floorplan.png
Scale bar: 20 µm. Pins as bars on the die edge. Tap cells in gray.
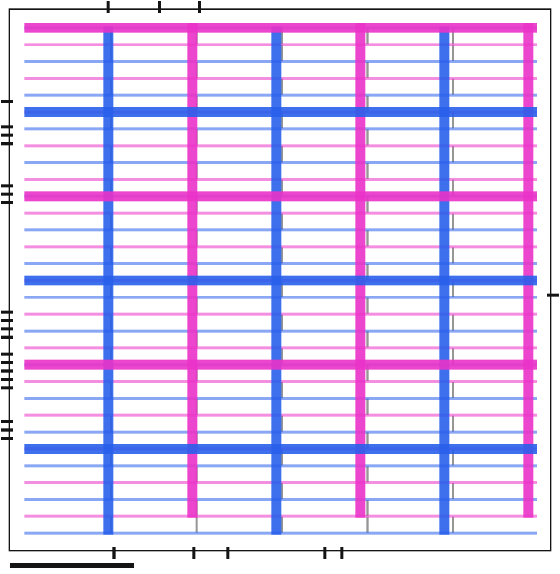
route_heat.png
The die is cut into 17 by 17 equal tiles; dark blue is low, red is high, scaled to the fullest tile. Values are wire area over tile area, all layers added.
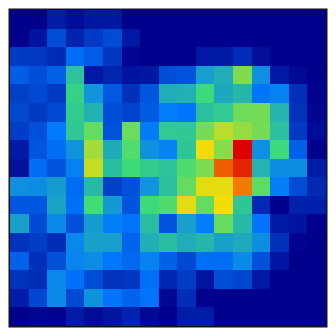
class_map.png
Fill, decap, tap and diode cells in gray.
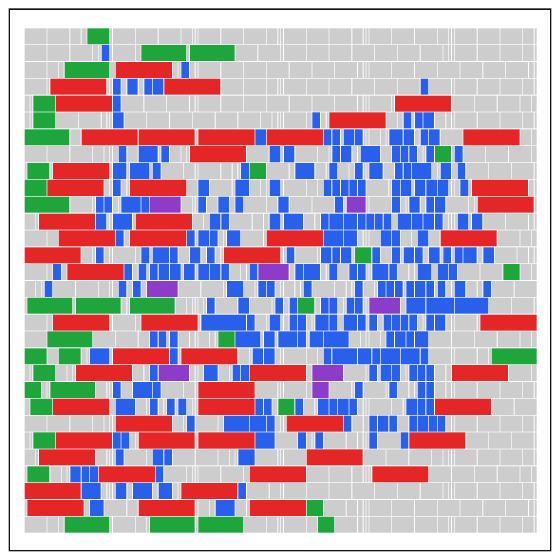
placed.png
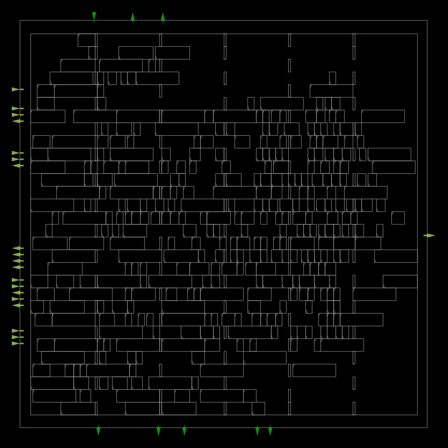
port_trees.png
Scale bar: 20 µm.
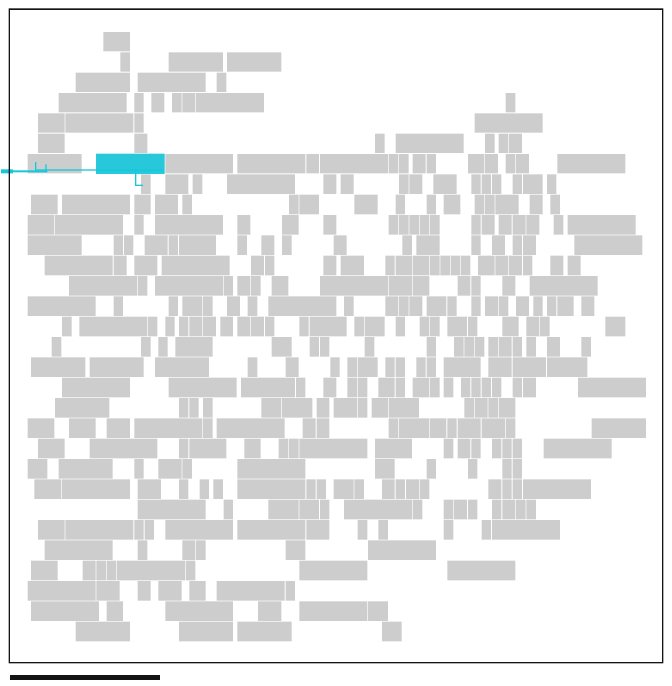
**src/rtl/phy_rx_decode.sv**
```systemverilog
// RGMII receive decoder: turns IDDR nibble pairs into an AXI-Stream byte flow with
// preamble/SFD stripping, error and length policing, and in-band link status capture.
module phy_rx_decode #(
  parameter int unsigned MAX_FRAME_LEN = 1522
) (
  input  logic       phy_rx_clk,
  input  logic       phy_rx_rst,
  input  logic [3:0] rxd_rise,
  input  logic [3:0] rxd_fall,
  input  logic       rx_ctl_rise,
  input  logic       rx_ctl_fall,
  output logic [7:0] rx_axis_tdata,
  output logic       rx_axis_tvalid,
  output logic       rx_axis_tlast,
  output logic       rx_axis_tuser,
  output logic       link_up,
  output logic [1:0] link_speed,
  output logic       full_duplex,
  output logic       frame_err_pulse
);

  localparam logic [15:0] MAX_LEN = 16'(MAX_FRAME_LEN);
  localparam logic [7:0]  PRE_BYTE = 8'h55;
  localparam logic [7:0]  SFD_BYTE = 8'hD5;

  typedef enum logic [1:0] {
    S_IDLE,
    S_PREAMBLE,
    S_DATA,
    S_DROP
  } state_t;

  state_t      state_q, state_d;
  logic [7:0]  byte_q, byte_d;
  logic        dv_q, dv_d;
  logic        er_q, er_d;
  logic [7:0]  hold_q, hold_d;
  logic        hold_vld_q, hold_vld_d;
  logic [15:0] cnt_q, cnt_d;
  logic        err_q, err_d;
  logic [7:0]  tdata_q, tdata_d;
  logic        tvalid_q, tvalid_d;
  logic        tlast_q, tlast_d;
  logic        tuser_q, tuser_d;
  logic        err_pulse_q, err_pulse_d;
  logic        link_up_q, link_up_d;
  logic [1:0]  link_speed_q, link_speed_d;
  logic        full_duplex_q, full_duplex_d;

  always_comb begin
    // NOTE: every signal gets a default before the case so no path leaves one unassigned (no latches).
    byte_d        = {rxd_fall, rxd_rise};
    dv_d          = rx_ctl_rise;
    er_d          = rx_ctl_rise ^ rx_ctl_fall;
    state_d       = state_q;
    hold_d        = hold_q;
    hold_vld_d    = hold_vld_q;
    cnt_d         = cnt_q;
    err_d         = err_q;
    tdata_d       = tdata_q;
    tvalid_d      = 1'b0;
    tlast_d       = 1'b0;
    tuser_d       = 1'b0;
    err_pulse_d   = 1'b0;
    link_up_d     = link_up_q;
    link_speed_d  = link_speed_q;
    full_duplex_d = full_duplex_q;

    // Per-frame bookkeeping only matters inside DATA; holding it clear elsewhere
    // guarantees a clean start on every entry.
    if (state_q != S_DATA) begin
      hold_vld_d = 1'b0;
      cnt_d      = '0;
      err_d      = 1'b0;
    end

    unique case (state_q)
      S_IDLE: begin
        if (dv_q) begin
          if (byte_q == PRE_BYTE) begin
            state_d = S_PREAMBLE;
          end else if (byte_q == SFD_BYTE) begin
            state_d = S_DATA;
          end else begin
            state_d     = S_DROP;
            err_pulse_d = 1'b1;
          end
        end else if (!er_q) begin
          link_up_d     = byte_q[0];
          link_speed_d  = byte_q[2:1];
          full_duplex_d = byte_q[3];
        end
      end

      S_PREAMBLE: begin
        if (!dv_q) begin
          state_d = S_IDLE;
        end else if (!er_q && byte_q == PRE_BYTE) begin
          state_d = S_PREAMBLE;
        end else if (!er_q && byte_q == SFD_BYTE) begin
          state_d = S_DATA;
        end else begin
          state_d     = S_DROP;
          err_pulse_d = 1'b1;
        end
      end

      S_DATA: begin
        if (dv_q) begin
          if (cnt_q == MAX_LEN) begin
            // Oversize: close the frame on the held byte and discard the rest.
            tdata_d     = hold_q;
            tvalid_d    = 1'b1;
            tlast_d     = 1'b1;
            tuser_d     = 1'b1;
            err_pulse_d = 1'b1;
            hold_vld_d  = 1'b0;
            state_d     = S_DROP;
          end else begin
            if (hold_vld_q) begin
              tdata_d  = hold_q;
              tvalid_d = 1'b1;
            end
            hold_d     = byte_q;
            hold_vld_d = 1'b1;
            cnt_d      = (cnt_q == 16'hFFFF) ? cnt_q : cnt_q + 16'd1;
            err_d      = err_q | er_q;
          end
        end else begin
          if (hold_vld_q) begin
            tdata_d     = hold_q;
            tvalid_d    = 1'b1;
            tlast_d     = 1'b1;
            tuser_d     = err_q;
            err_pulse_d = err_q;
          end else begin
            // SFD followed directly by end of carrier: nothing to deliver.
            err_pulse_d = 1'b1;
          end
          hold_vld_d = 1'b0;
          state_d    = S_IDLE;
        end
      end

      S_DROP: begin
        if (!dv_q) state_d = S_IDLE;
      end

      default: state_d = S_IDLE;
    endcase
  end

  always_ff @(posedge phy_rx_clk or posedge phy_rx_rst) begin
    if (phy_rx_rst) begin
      // NOTE: the hold register is reset too, so a stale byte can never leak into a post-reset frame.
      state_q       <= S_IDLE;
      byte_q        <= '0;
      dv_q          <= 1'b0;
      er_q          <= 1'b0;
      hold_q        <= '0;
      hold_vld_q    <= 1'b0;
      cnt_q         <= '0;
      err_q         <= 1'b0;
      tdata_q       <= '0;
      tvalid_q      <= 1'b0;
      tlast_q       <= 1'b0;
      tuser_q       <= 1'b0;
      err_pulse_q   <= 1'b0;
      link_up_q     <= 1'b0;
      link_speed_q  <= 2'b00;
      full_duplex_q <= 1'b0;
    end else begin
      // NOTE: non-blocking assignments so every flop samples pre-edge values.
      state_q       <= state_d;
      byte_q        <= byte_d;
      dv_q          <= dv_d;
      er_q          <= er_d;
      hold_q        <= hold_d;
      hold_vld_q    <= hold_vld_d;
      cnt_q         <= cnt_d;
      err_q         <= err_d;
      tdata_q       <= tdata_d;
      tvalid_q      <= tvalid_d;
      tlast_q       <= tlast_d;
      tuser_q       <= tuser_d;
      err_pulse_q   <= err_pulse_d;
      link_up_q     <= link_up_d;
      link_speed_q  <= link_speed_d;
      full_duplex_q <= full_duplex_d;
    end
  end

  assign rx_axis_tdata   = tdata_q;
  assign rx_axis_tvalid  = tvalid_q;
  assign rx_axis_tlast   = tlast_q;
  assign rx_axis_tuser   = tuser_q;
  assign frame_err_pulse = err_pulse_q;
  assign link_up         = link_up_q;
  assign link_speed      = link_speed_q;
  assign full_duplex     = full_duplex_q;

endmodule

```
**config.mk**
```make
export PLATFORM = sky130hd
export DESIGN_NAME = phy_rx_decode
export DESIGN_NICKNAME = d
export VERILOG_FILES = /design/src/rtl/phy_rx_decode.sv
export SDC_FILE = /design/constraint.sdc
export NUM_CORES = 1
export LEC_CHECK = 0
export ABC_AREA = 1
export CAP_MARGIN = 25
export CORE_MARGIN = 2
export CORE_UTILIZATION = 40
export CTS_CLUSTER_SIZE = 30
export DETAILED_ROUTE_END_ITERATION = 6
export PLACE_DENSITY = 0.63
export SLEW_MARGIN = 15
export SYNTH_ARGS = -nofsm -noshare
export SYNTH_HDL_FRONTEND = slang
export SYNTH_SLANG_ARGS = --single-unit
```
**constraint.sdc**
```tcl
create_clock -name phy_rx_clk -period 1.87 [get_ports phy_rx_clk]
set_input_delay 0.374 -clock phy_rx_clk [delete_from_list [all_inputs] [get_ports phy_rx_clk]]
set_output_delay 0.374 -clock phy_rx_clk [all_outputs]
set_load 0.1 [all_outputs]
```
==> commit_impl_results.txt <==
Refresh implementation metrics

- Total CTS buffers: 5
* Stage delay of the slowest cell on the critical path: 430 ps
* Area taken by flip-flops and latches: 1351 µm²
- The chip area line in the Yosys stat output reads 2769 µm².
* Count of max-cap constraint violations: 0
* Skew final: 6.960 ps
- Switching power: 0.002217 W
* Uppermost layer routed: met4
* Cell count after placement: 446
* Relative slew slack: 0.7314
* Complex-gate fraction of the synthesized area: 0.09083
- For the worst flop-to-flop path, the logic depth is 10.
* Cell types with the highest counts after synthesis: nand2_1, dfrtp_1, inv_1
- Counting flops and latches in the post-synthesis netlist gives 54.
- Cell taking the most area after synthesis: dfrtp_1
- Post-route period utilization is reported as 0.9197.
- Clk power: 0.000708 W
- Global routing usage summed across all routing layers: 0.1686
- DR iter-0 viols: 72
- Per the post-run analysis, buffers plus inverters along the critical path come to 2.
- Clock latency of the later-clocked register in the worst-skew pair: 310 ps
* Result of the run: complete, no violations
Back to the opening pictures, floorplan.png:
Key: VDD = magenta; VSS = blue
The core has 30 rows. 6 straps on met4. 6 straps on met5. 28 signal pins sit on the boundary. 80 tap cells.

Back to the opening pictures, route_heat.png:
The mean over all tiles is 0.12. The densest ninth of the die: center. The emptiest ninth of the die: lower right.

Back to the opening pictures, class_map.png:
Key: clock drivers and dummy loads = purple [cells 8, share of their area 3.0%]; remaining buffers and delay cells = green [cells 35, share of their area 14%]; remaining logic cells = blue [cells 278, share of their area 41%]; registers = red [cells 54, share of their area 41%]

Back to the opening pictures, placed.png:
register share of the cell area: 0.4006
Final Util: 0.4993
count of flip-flops and latches: 54

Back to the opening pictures, port_trees.png:
Key: link_up = cyan [bits 1, direction output, end cells 1, buffers 1, wire 26.2 µm]

Power and IR drop assume default switching activity.
